==> run_1/floorplan.png <==
The bar under the picture is 20 microns long. Pins as bars on the die edge. Tap cells in gray.
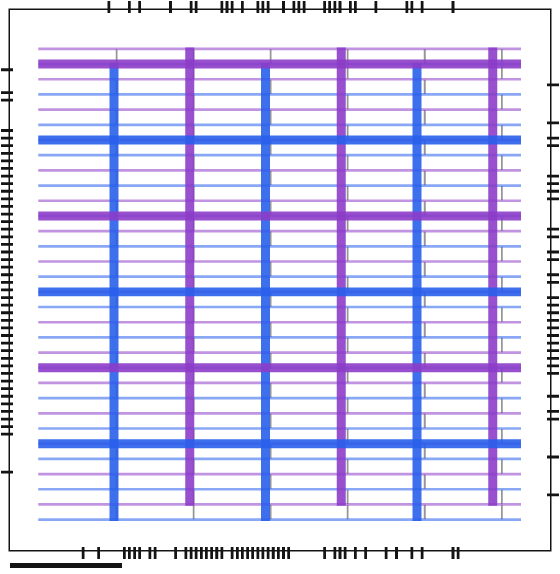
==> run_1/class_map.png <==
The bar under the picture is 20 microns long.
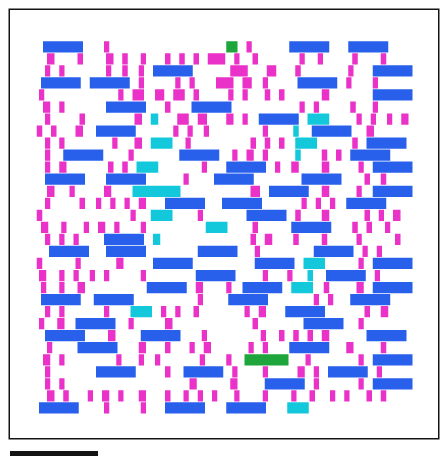
==> run_1/clock_wires.png <==
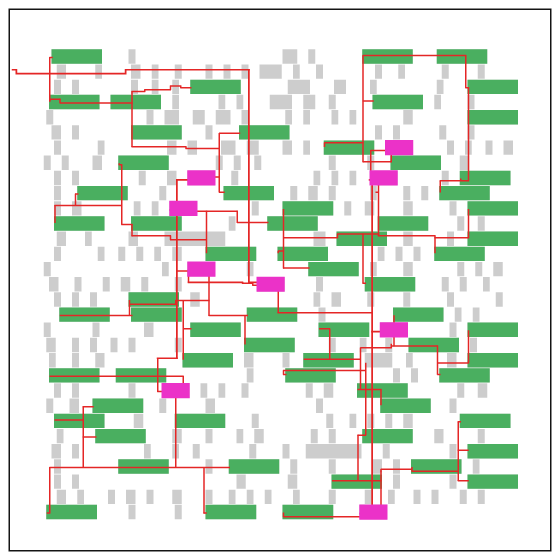
==> run_1/layers.png <==
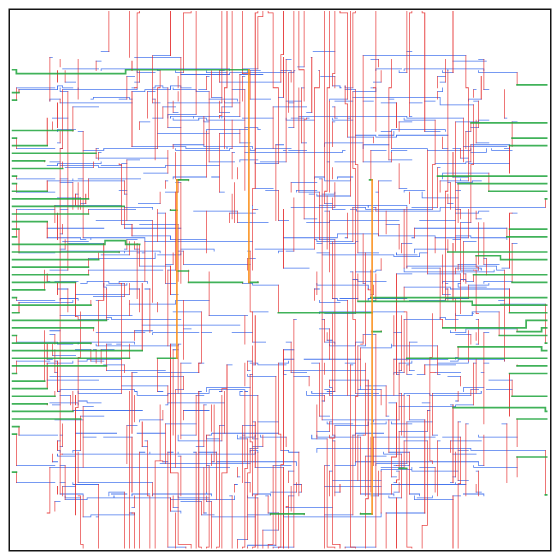
==> config.mk <==
export PLATFORM = sky130hd
export DESIGN_NAME = ram_arbiter
export DESIGN_NICKNAME = d
export VERILOG_FILES = /design/src/rtl/yildiz_mem_pkg.sv /design/src/rtl/arb_pick2.sv /design/src/rtl/ram_arbiter.sv
export SDC_FILE = /design/constraint.sdc
export NUM_CORES = 1
export LEC_CHECK = 0
export ABC_AREA = 1
export CAP_MARGIN = 15
export CELL_PAD_IN_SITES_DETAIL_PLACEMENT = 2
export CELL_PAD_IN_SITES_GLOBAL_PLACEMENT = 2
export CORE_MARGIN = 5
export CORE_UTILIZATION = 36
export DETAILED_ROUTE_END_ITERATION = 10
export DONT_BUFFER_PORTS = 1
export PLACE_DENSITY_LB_ADDON = 0.1
export SLEW_MARGIN = 25
export SYNTH_ARGS = -nofsm -noshare
export SYNTH_HDL_FRONTEND = slang
export SYNTH_SLANG_ARGS = --single-unit
export TNS_END_PERCENT = 10
==> constraint.sdc <==
create_clock -name clk -period 3.7 [get_ports clk]
set_clock_uncertainty 0.1 [all_clocks]
set_input_delay 0.74 -clock clk [delete_from_list [all_inputs] [get_ports clk]]
set_output_delay 0.74 -clock clk [all_outputs]
set_load 0.02 [all_outputs]
==> run notes <==
Purpose: to document the outcome of synthesis and place and route.

Run status
The run finished with clean final reports.

Power
The power density of the placed cells is 936 nW/um^2.

Global route
The number of antenna violations at the first check in global routing was 0. The via count of the first global-routing pass is 2479.

Timing
The minimum clock period is 2.27 ns. Setup repair after global routing left no endpoint under its margin. OpenROAD reports that the post-layout worst path occupies 61.4% of the period. Adding up every negative setup slack in the final design gives 0 ns.

Yosys
The proportion of synthesized flip-flops having asynchronous set or reset is 100%. After synthesis, the most frequently instantiated cells are 175 x nand2_1, 65 x dfrtp_1, 27 x nand3_1. The post-synthesis sequential area ratio is 60.1%.

The count of synthesis-stage warnings from yosys is 0. The number of flip-flops and latches in the synthesized netlist is 65. The average instance in the mapped netlist occupies 8.46 sq um. Looking at the cell usage after synthesis, the top flip-flop cell is dfrtp_1.

Critical path
The required time reported for the critical path endpoint is approximately 2.9 ns. STA shows the worst reg2reg path with a cell count of 6. The register-to-register setup slack is roughly 1.8 ns.

The critical path launch point type is a flop.

Hold path
The min-delay analysis places its worst path in the category in2async.

Job
The reported max-cap violation count is 0. Summing over the stages, the warning tally comes to 26.

Place
Port buffering added 0 buffers.

Drt
Using the TritonRoute via totals, the vias-per-cell ratio works out to approximately 5.1. Nets still carrying antenna violations after routing amount to 0. The number of detailed-route iterations in the first pass is 4.

Layout
The final antenna diode tally reported by the flow is 0. The number of fill cells is ~840.

Clocking
The longest clock path from root to sink contains 2 buffers. The clock tree root buffer cell is clkbuf_8. The registers of the reported paths see a clock transition of 0.08 ns.

Counting the buffers created by CTS gives 9.

Die
The floorplan step records an initial core utilization of ~37%.
Back to the opening pictures, floorplan.png:
- blue: VSS
- purple: VDD
- tap cells: 99
- met4 straps: 6
- rows: 31
Core ar.: 7290 sq um
die width: 96.7 microns
DIE HEIGHT: 96.7 microns
IR drop worst, VDD: 236 uV

Back to the opening pictures, class_map.png:
- blue: sequential cells (cells 65)
- cyan: clock drivers and dummy loads (cells 16)
- magenta: remaining logic cells (cells 241)
- green: remaining buffers and delay cells (cells 2)
cell row count: 31
final cell utilization of the core: 40.9%

Back to the opening pictures, clock_wires.png:
- magenta: clock-net drivers (count 9)
- green: flip-flops (count 65)
- red: clock wires (length 906 microns)
- flops lie: all over the die
- routed clock nets: 10
insertion delay at the late pin of the worst-skew pair: 0.33 ns
proportion of power drawn by the clock network: 21.1%
clk pwr: 589 uW

Back to the opening pictures, layers.png:
- blue: M1 (wire length 3150 microns)
- orange: M4 (wire length 130 microns)
- red: M2 (wire length 4170 microns)
- green: M3 (wire length 819 microns)
wire per inst: 19.5 microns
wire length after detailed routing: 8260 microns
GRT Resource Usage Total: 17.8%
via count: 2178

run 1: kinds of logic (layout without fill, tap and decap cells):
group	after synthesis	in the layout	share of synthesized area, %
AND/OR/NAND/NOR	212	212	32.1
buffers and inverters	25	29	4.44
AND-OR/OR-AND	18	18	3.42
flip-flops	65	65	60.1
run 1: where the power goes:
group	leakage (nW)	internal (mW)	switching, mW
Clock	0.0974	0.329	0.261
Combinational	0.637	0.175	0.392
Sequential	0.795	1.01	0.626
run 1: critical path, delay by kind of cell (launching register included):
family / cells / cell delay [ns]
flops: 1 / 0.79
buf+inv: 1 / 0.18
simple gates: 1 / 0.13
run 1: stage by stage:
step	area, sq um	std cells	worst slack (ns)	hold slack [ns]	total power, mW
floorplan	2710	320	1.83	0.344	2.01
CTS	2980	423	1.42	0.180	2.85
global route	2980	423	1.34	0.178	2.98
detailed placement	2760	406	1.76	0.346	2.23
global placement	2760	406	1.80	0.346	2.18
finish	2980	423	1.43	0.176	2.79
run 1: placed cells by master, fill, tap and decap left out, drive strengths merged:
| master | count |
|---|---|
| a21boi | 1 |
| a21oi | 1 |
| buf | 2 |
| bufinv | 1 |
| clkbuf | 13 |
| clkinv | 2 |
| dfrtp | 65 |
| inv | 11 |
| nand2 | 181 |
| nand3 | 27 |
| nand3b | 3 |
| nor2 | 1 |
| o21ai | 16 |
run 1: what timing repair did:
action,CTS,global route
setup buffers,0,0
endpoints found under the setup margin,0,0
endpoints found under the hold margin,65,0
hold buffers,1,0
run 1: cell type report:
cell class,instances,area share (%)
inverter,11,1.39
clock buffer,13,5.00
timing repair buffer,2,1.18
clock inverter,3,1.34
sequential,65,54.6
multi-input combinational,230,32.4
tap,99,4.16
run 1: layer usage:
metal  up-vias  global-route usage [%]  part of all wire (%)
li1        988                       -                     -
met1      1090                    19.5                    38
met5         -                       0                     0
met4         0                    6.80                   1.6
met3        10                    7.99                   9.9
met2        90                    30.3                    50
Power figures rest on the tool's default switching activity, not on a simulated workload.
